Fig. 1: port wiring
Drawn at 1.5 px/um.
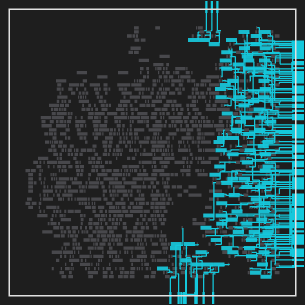
Fig. 2: logic cells by family
Drawn at 2 px/um.
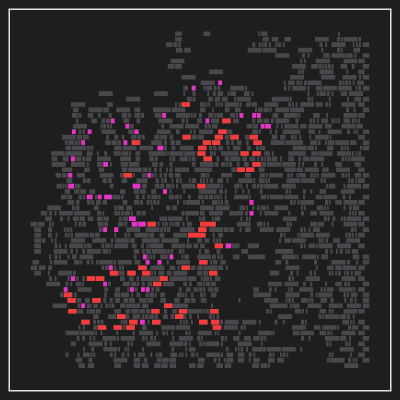
Fig. 3: placed standard cells
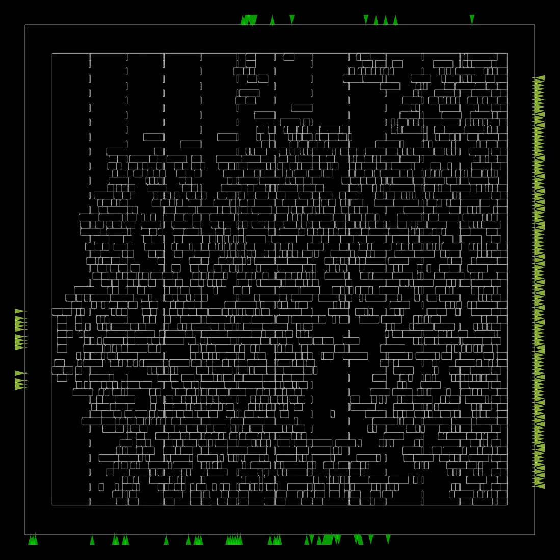
Fig. 4: cells by drive strength
Drawn at 2 px/um.
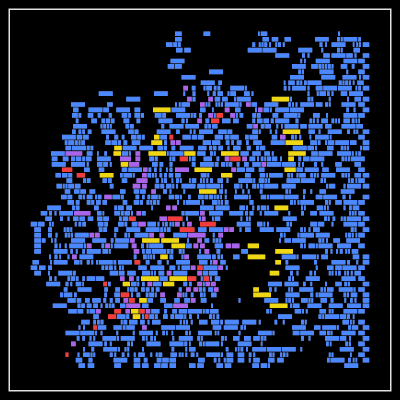
## config.mk

```make
export PLATFORM = sky130hd
export DESIGN_NAME = conv_sched_flat
export DESIGN_NICKNAME = d
export VERILOG_FILES = /design/src/rtl/conv_sched_pkg.sv /design/src/rtl/conv_sched_if.sv /design/src/rtl/conv_window_buf.sv /design/src/rtl/conv_sched.sv /design/src/flat_wrapper.sv
export SDC_FILE = /design/constraint.sdc
export NUM_CORES = 1
export LEC_CHECK = 0
export CAP_MARGIN = 20
export CORE_MARGIN = 10
export CORE_UTILIZATION = 35
export DETAILED_ROUTE_END_ITERATION = 6
export GPL_ROUTABILITY_DRIVEN = 0
export REMOVE_ABC_BUFFERS = 1
export SYNTH_ARGS = -nofsm -noshare
export SYNTH_HDL_FRONTEND = slang
export SYNTH_SLANG_ARGS = --single-unit
export TNS_END_PERCENT = 10
```

## constraint.sdc

```tcl
create_clock -name clk -period 3.95 [get_ports clk]
set_input_delay 0.79 -clock clk [delete_from_list [all_inputs] [get_ports clk]]
set_output_delay 0.79 -clock clk [all_outputs]
set_load 0.005 [all_outputs]
```

## src/rtl/conv_sched_pkg.sv

```systemverilog
// Shared types and defaults for the convolution-array sequencer.
package conv_sched_pkg;

    localparam int unsigned WINDOW_SIZE_DEF = 3;
    localparam int unsigned WEIGHT_SIZE_DEF = 4;

    typedef enum logic [2:0] {
        IDLE,
        FILL,
        RUN,
        DRAIN,
        DONE,
        ERR
    } state_t;

endpackage

```

## src/rtl/conv_sched_if.sv

```systemverilog
// Job control, sample stream, window and array-result signals of conv_sched.
interface conv_sched_if
    import conv_sched_pkg::*;
#(
    parameter int unsigned WINDOW_SIZE = WINDOW_SIZE_DEF,
    parameter int unsigned WEIGHT_SIZE = WEIGHT_SIZE_DEF,
    parameter int unsigned DATA_W      = 32,
    parameter int unsigned LEN_W       = 16
);

    logic                          start;
    logic [LEN_W-1:0]              cfg_len;
    logic [LEN_W-1:0]              cfg_stride;
    logic                          in_valid;
    logic [DATA_W-1:0]             in_data;
    logic                          in_ready;
    logic                          win_valid;
    logic [WINDOW_SIZE*DATA_W-1:0] win_data;
    logic                          win_stall;
    logic [WEIGHT_SIZE-1:0]        conv_valid;
    logic                          out_ready;
    logic                          arr_stall;
    logic                          busy;
    logic                          done;
    logic                          err;

    modport slave (
        input  start, cfg_len, cfg_stride, in_valid, in_data, win_stall, conv_valid, out_ready,
        output in_ready, win_valid, win_data, arr_stall, busy, done, err
    );

    modport master (
        output start, cfg_len, cfg_stride, in_valid, in_data, win_stall, conv_valid, out_ready,
        input  in_ready, win_valid, win_data, arr_stall, busy, done, err
    );

endinterface

```

## src/rtl/conv_window_buf.sv

```systemverilog
// Window shift register: new samples enter the top tap, tap 0 holds the oldest.
module conv_window_buf
    import conv_sched_pkg::*;
#(
    parameter int unsigned DEPTH  = WINDOW_SIZE_DEF,
    parameter int unsigned DATA_W = 32
) (
    input  logic                    clk,
    input  logic                    rst,
    input  logic                    clr_i,
    input  logic                    shift_i,
    input  logic [DATA_W-1:0]       data_i,
    output logic [DEPTH*DATA_W-1:0] taps_o
);

    logic [DEPTH-1:0][DATA_W-1:0] taps_q, taps_d;

    always_comb begin
        taps_d = taps_q;
        if (clr_i) begin
            taps_d = '0;
        end else if (shift_i) begin
            for (int unsigned i = 0; i + 1 < DEPTH; i++) begin
                taps_d[i] = taps_q[i+1];
            end
            taps_d[DEPTH-1] = data_i;
        end
    end

    always_ff @(posedge clk) begin
        if (rst) taps_q <= '0;
        else     taps_q <= taps_d;
    end

    assign taps_o = taps_q;

endmodule

```

## src/rtl/conv_sched.sv

```systemverilog
// Sequencer: slices a sample stream into strided windows for the systolic array
// and counts finished windows to signal job completion.
module conv_sched
    import conv_sched_pkg::*;
#(
    parameter int unsigned WINDOW_SIZE = WINDOW_SIZE_DEF,
    parameter int unsigned WEIGHT_SIZE = WEIGHT_SIZE_DEF,
    parameter int unsigned DATA_W      = 32,
    parameter int unsigned LEN_W       = 16
) (
    input logic         clk,
    input logic         rst,
    conv_sched_if.slave bus
);

    state_t            state_q;
    logic [LEN_W-1:0]  len_q, stride_q, cons_q, step_q, issued_q, cmpl_q;
    logic              in_ready_q, win_valid_q, busy_q, done_q, err_q;

    logic              accept, issue, complete, start_ok, more;
    logic [LEN_W:0]    cmpl_next;

    assign accept    = bus.in_valid & in_ready_q;
    assign issue     = win_valid_q & ~bus.win_stall;
    assign complete  = bus.conv_valid[WEIGHT_SIZE-1] & bus.out_ready &
                       ((state_q == RUN) || (state_q == DRAIN));
    assign start_ok  = (bus.cfg_len >= LEN_W'(WINDOW_SIZE)) && (bus.cfg_stride != '0);
    // Another window exists iff S more samples are still available; the issue
    // count then equals W, so no divider is needed and DRAIN compares against it.
    assign more      = ({1'b0, cons_q} + {1'b0, stride_q}) <= {1'b0, len_q};
    assign cmpl_next = {1'b0, cmpl_q} + (LEN_W+1)'(complete);

    conv_window_buf #(
        .DEPTH  (WINDOW_SIZE),
        .DATA_W (DATA_W)
    ) u_buf (
        .clk     (clk),
        .rst     (rst),
        .clr_i   ((state_q == IDLE) && bus.start),
        .shift_i (accept),
        .data_i  (bus.in_data),
        .taps_o  (bus.win_data)
    );

    always_ff @(posedge clk) begin
        if (rst) begin
            state_q     <= IDLE;
            len_q       <= '0;
            stride_q    <= '0;
            cons_q      <= '0;
            step_q      <= '0;
            issued_q    <= '0;
            cmpl_q      <= '0;
            in_ready_q  <= 1'b0;
            win_valid_q <= 1'b0;
            busy_q      <= 1'b0;
            done_q      <= 1'b0;
            err_q       <= 1'b0;
        end else begin
            done_q <= 1'b0;
            err_q  <= 1'b0;
            if (accept)   cons_q <= cons_q + 1'b1;
            if (complete) cmpl_q <= cmpl_next[LEN_W-1:0];
            unique case (state_q)
                IDLE: if (bus.start) begin
                    len_q    <= bus.cfg_len;
                    stride_q <= bus.cfg_stride;
                    cons_q   <= '0;
                    step_q   <= '0;
                    issued_q <= '0;
                    cmpl_q   <= '0;
                    if (!start_ok) begin
                        state_q <= ERR;
                        done_q  <= 1'b1;
                        err_q   <= 1'b1;
                    end else begin
                        state_q    <= FILL;
                        busy_q     <= 1'b1;
                        in_ready_q <= 1'b1;
                    end
                end
                FILL: if (accept) begin
                    if (step_q == LEN_W'(WINDOW_SIZE - 1)) begin
                        step_q      <= '0;
                        in_ready_q  <= 1'b0;
                        win_valid_q <= 1'b1;
                        state_q     <= RUN;
                    end else begin
                        step_q <= step_q + 1'b1;
                    end
                end
                RUN: begin
                    if (issue) begin
                        issued_q    <= issued_q + 1'b1;
                        win_valid_q <= 1'b0;
                        if (more) begin
                            in_ready_q <= 1'b1;
                            step_q     <= '0;
                        end else begin
                            state_q <= DRAIN;
                        end
                    end else if (accept) begin
                        if (step_q == stride_q - 1'b1) begin
                            step_q      <= '0;
                            in_ready_q  <= 1'b0;
                            win_valid_q <= 1'b1;
                        end else begin
                            step_q <= step_q + 1'b1;
                        end
                    end
                end
                DRAIN: if (cmpl_next >= {1'b0, issued_q}) begin
                    state_q <= DONE;
                    busy_q  <= 1'b0;
                    done_q  <= 1'b1;
                end
                DONE:    state_q <= IDLE;
                ERR:     state_q <= IDLE;
                default: state_q <= IDLE;
            endcase
        end
    end

    assign bus.in_ready  = in_ready_q;
    assign bus.win_valid = win_valid_q;
    assign bus.busy      = busy_q;
    assign bus.done      = done_q;
    assign bus.err       = err_q;
    assign bus.arr_stall = busy_q & ~bus.out_ready;

endmodule

```

## src/flat_wrapper.sv

```systemverilog
// flat-port wrapper written by rule: the top's interface ports become plain ports
module conv_sched_flat import conv_sched_pkg::*;
#(
    parameter int unsigned WINDOW_SIZE = WINDOW_SIZE_DEF,
    parameter int unsigned WEIGHT_SIZE = WEIGHT_SIZE_DEF,
    parameter int unsigned DATA_W      = 32,
    parameter int unsigned LEN_W       = 16
)
  (clk, rst, bus_start, bus_cfg_len, bus_cfg_stride, bus_in_valid, bus_in_data, bus_win_stall, bus_conv_valid, bus_out_ready, bus_in_ready, bus_win_valid, bus_win_data, bus_arr_stall, bus_busy, bus_done, bus_err);
  conv_sched_if #(.WINDOW_SIZE(WINDOW_SIZE), .WEIGHT_SIZE(WEIGHT_SIZE), .DATA_W(DATA_W), .LEN_W(LEN_W)) bus_i ();
  input logic clk;
  input logic rst;
  input wire logic [$bits(bus_i.start)-1:0] bus_start;
  input wire logic [$bits(bus_i.cfg_len)-1:0] bus_cfg_len;
  input wire logic [$bits(bus_i.cfg_stride)-1:0] bus_cfg_stride;
  input wire logic [$bits(bus_i.in_valid)-1:0] bus_in_valid;
  input wire logic [$bits(bus_i.in_data)-1:0] bus_in_data;
  input wire logic [$bits(bus_i.win_stall)-1:0] bus_win_stall;
  input wire logic [$bits(bus_i.conv_valid)-1:0] bus_conv_valid;
  input wire logic [$bits(bus_i.out_ready)-1:0] bus_out_ready;
  output wire logic [$bits(bus_i.in_ready)-1:0] bus_in_ready;
  output wire logic [$bits(bus_i.win_valid)-1:0] bus_win_valid;
  output wire logic [$bits(bus_i.win_data)-1:0] bus_win_data;
  output wire logic [$bits(bus_i.arr_stall)-1:0] bus_arr_stall;
  output wire logic [$bits(bus_i.busy)-1:0] bus_busy;
  output wire logic [$bits(bus_i.done)-1:0] bus_done;
  output wire logic [$bits(bus_i.err)-1:0] bus_err;
  assign bus_i.start = bus_start;
  assign bus_i.cfg_len = bus_cfg_len;
  assign bus_i.cfg_stride = bus_cfg_stride;
  assign bus_i.in_valid = bus_in_valid;
  assign bus_i.in_data = bus_in_data;
  assign bus_i.win_stall = bus_win_stall;
  assign bus_i.conv_valid = bus_conv_valid;
  assign bus_i.out_ready = bus_out_ready;
  assign bus_in_ready = bus_i.in_ready;
  assign bus_win_valid = bus_i.win_valid;
  assign bus_win_data = bus_i.win_data;
  assign bus_arr_stall = bus_i.arr_stall;
  assign bus_busy = bus_i.busy;
  assign bus_done = bus_i.done;
  assign bus_err = bus_i.err;
  conv_sched #(.WINDOW_SIZE(WINDOW_SIZE), .WEIGHT_SIZE(WEIGHT_SIZE), .DATA_W(DATA_W), .LEN_W(LEN_W)) u_core (.clk(clk), .rst(rst), .bus(bus_i));
endmodule
```

==> Slide: Implementation Results <==
Implementation Results

Yosys
  – Mapped Area: 10,100 um^2
  – Yosys adder share: 7.00%
  – Ys cells: 1,294
  – Most frequent cells after synthesis: nand2_1, dfxtp_1, a21oi_1
  – Syn avg cell area: 7.82 um^2
  – Top-count cell post-synth: nand2_1
  – Area leader share: 39.6%
  – Simple Share, Synth: between 20% and 30%
  – Synth warn: 0
  – Main area contributors: dfxtp_1, nand2_1, a21oi_1, ha_1, xnor2_1
  – Area leader, netlist: dfxtp_1

Pwr
  – Int Pwr: 3.37 mW
  – Combinational Power Share: 20.0%
  – Clock Power Share: 36.5%
  – P_seq: 2.13 mW
  – Clock distribution power: about 1.8 mW
  – P_leak: 5.04 nW
  – Reg power frac: 43.5%
  – Pwr Total: 4.91 mW
  – Psw: ~1.5 mW
  – Power per cell area: 364 nW/um^2
  – Top Consumer: registers

GRT
  – Vias in the first global route: 8,956
  – GR Layer Usage met2: 25.3%
  – Congestion Overflow GR: 0
  – Met3 GRT Util: 3.20%
  – First-pass GRT wire length: 46,800 um

Worst setup path
  – Setup CP Type: flop to flop
  – CP arrival: 4400 ps
  – CP endpoint kind: flop
  – Critical path depth: 20
  – Crit start category: flop
  – CP Data Required Time: roughly 4300 ps
  – Slowest-stage cell, CP: or4_1
  – CP max FO: 8
  – Reg-to-reg endpoint: u_core.step_q[13]$_SDFFE_PP0P_
  – Critical Path End: u_core.step_q[13]$_SDFFE_PP0P_
  – CP startpoint: u_core.stride_q[0]$_SDFFE_PP0P_
  – Slowest stage delay, CP: 540 ps
  – Worst path cell trace: ha_4, inv_4, fa_2, nor2b_2, o2111a_2, o31ai_4, a21oi_2, a21o_1, a211oi_2, nor3_2, ha_1, nand4_1, or4_1, mux2i_1, a31o_2, and3_4, a21oi_4, buf_6, nor4b_4, o22a_1

Final layout
  – Flop area: about 4000 um^2
  – P&R area growth vs syn: 33.0%
  – ANT cells: 1
  – Nets@finish: 1,623
  – Seq area share: 29.8%
  – Logic Gate Count: 973
  – Most frequent cells in the layout: nand2_1, dfxtp_1, clkdlybuf4s50_1, a21oi_1, buf_4
  – Clk cell area share: roughly 4.5%
  – Buffer share of cell area: 17.4%
  – Signal inverters: ~52
  – Largest class: logic gates

Placement
  – Dpl hpwl: 21,500 um
  – Post-Place Cells: 1,850
  – Pre-CTS setup slack: -402 ps

Timing
  – WHS: 457 ps
  – Endpoints failing setup: 14
  – Relative slew slack: 31.6%
  – Clk_skew: roughly 13 ps
  – PnR worst setup slack: -63.2 ps
  – Unrepaired setup endpoints after global routing: true
  – Pins over their slew limit: 0
  – Worst-Margin Slew: slightly above 1000 ps

Min path
  – Hold Path Origin: u_core.len_q[1]$_SDFFE_PP0P_
  – Hold path endpoint: u_core.len_q[1]$_SDFFE_PP0P_

Detailed routing
  – Wl on met1: 14,000 um
  – Vias post-DR: 9,544
  – DR DRC count: 0
  – DRT iter0 DRCs: 566
  – Post-DR vias/cell: 5.05
  – Pre-antenna DRT Iters: 5
  – Post-detailed-route wirelength per cell: between 15 and 20 um
  – DR top layer: met4
  – WL met3: approximately 1600 um
  – Routed Antenna Nets: 0
  – Met2 WL: 13,400 um

Status
  – Violated checks: negative setup slack
  – Status: complete, but fails checks

CTS
  – Root Driver: clkbuf_16
  – Maximum clock insertion buffer count: 2
  – Worst-path clk slew: around 80 ps
  – CTS buffer count: 17
  – Post-CTS repair timing setup buffer count: 4
  – Post-cts hold buffer count: 0
  – Latency at later pin: 440 ps

Floorplan
  – Die area: about 36,000 um^2
  – DIE HEIGHT: approximately 190 um
  – Starting density of the core: between 30% and 40%

Flow run
  – OpenROAD warning count: 31
  – Max cap viols: 0
Notes on Fig. 1 above:
cyan -> `bus_win_data`  # bits 96, direction output, edge 84 right, 9 bottom, 3 top, end cells 96, buffers 96, wire 4,190 um

Notes on Fig. 2 above:
magenta -> AND and OR gates  # cells 48, most used and3_1
red -> adder and majority cells  # cells 56, most used ha_1
combinational share of cell area: 43.2%
dominant logic cell type in the layout: nand2_1
fin cells: 1,891

Notes on Fig. 3 above:
Final Util: 47.0%
Tap Count: 384
FILL cells: 2,812
core area: 28,600 um^2

Notes on Fig. 4 above:
purple -> drive 3 to 4  # cells 87
yellow -> drive 6 and up  # cells 39
blue -> drive 1 or less  # cells 1,356
red -> drive 2  # cells 24

Power is estimated from default activity; no workload was simulated.
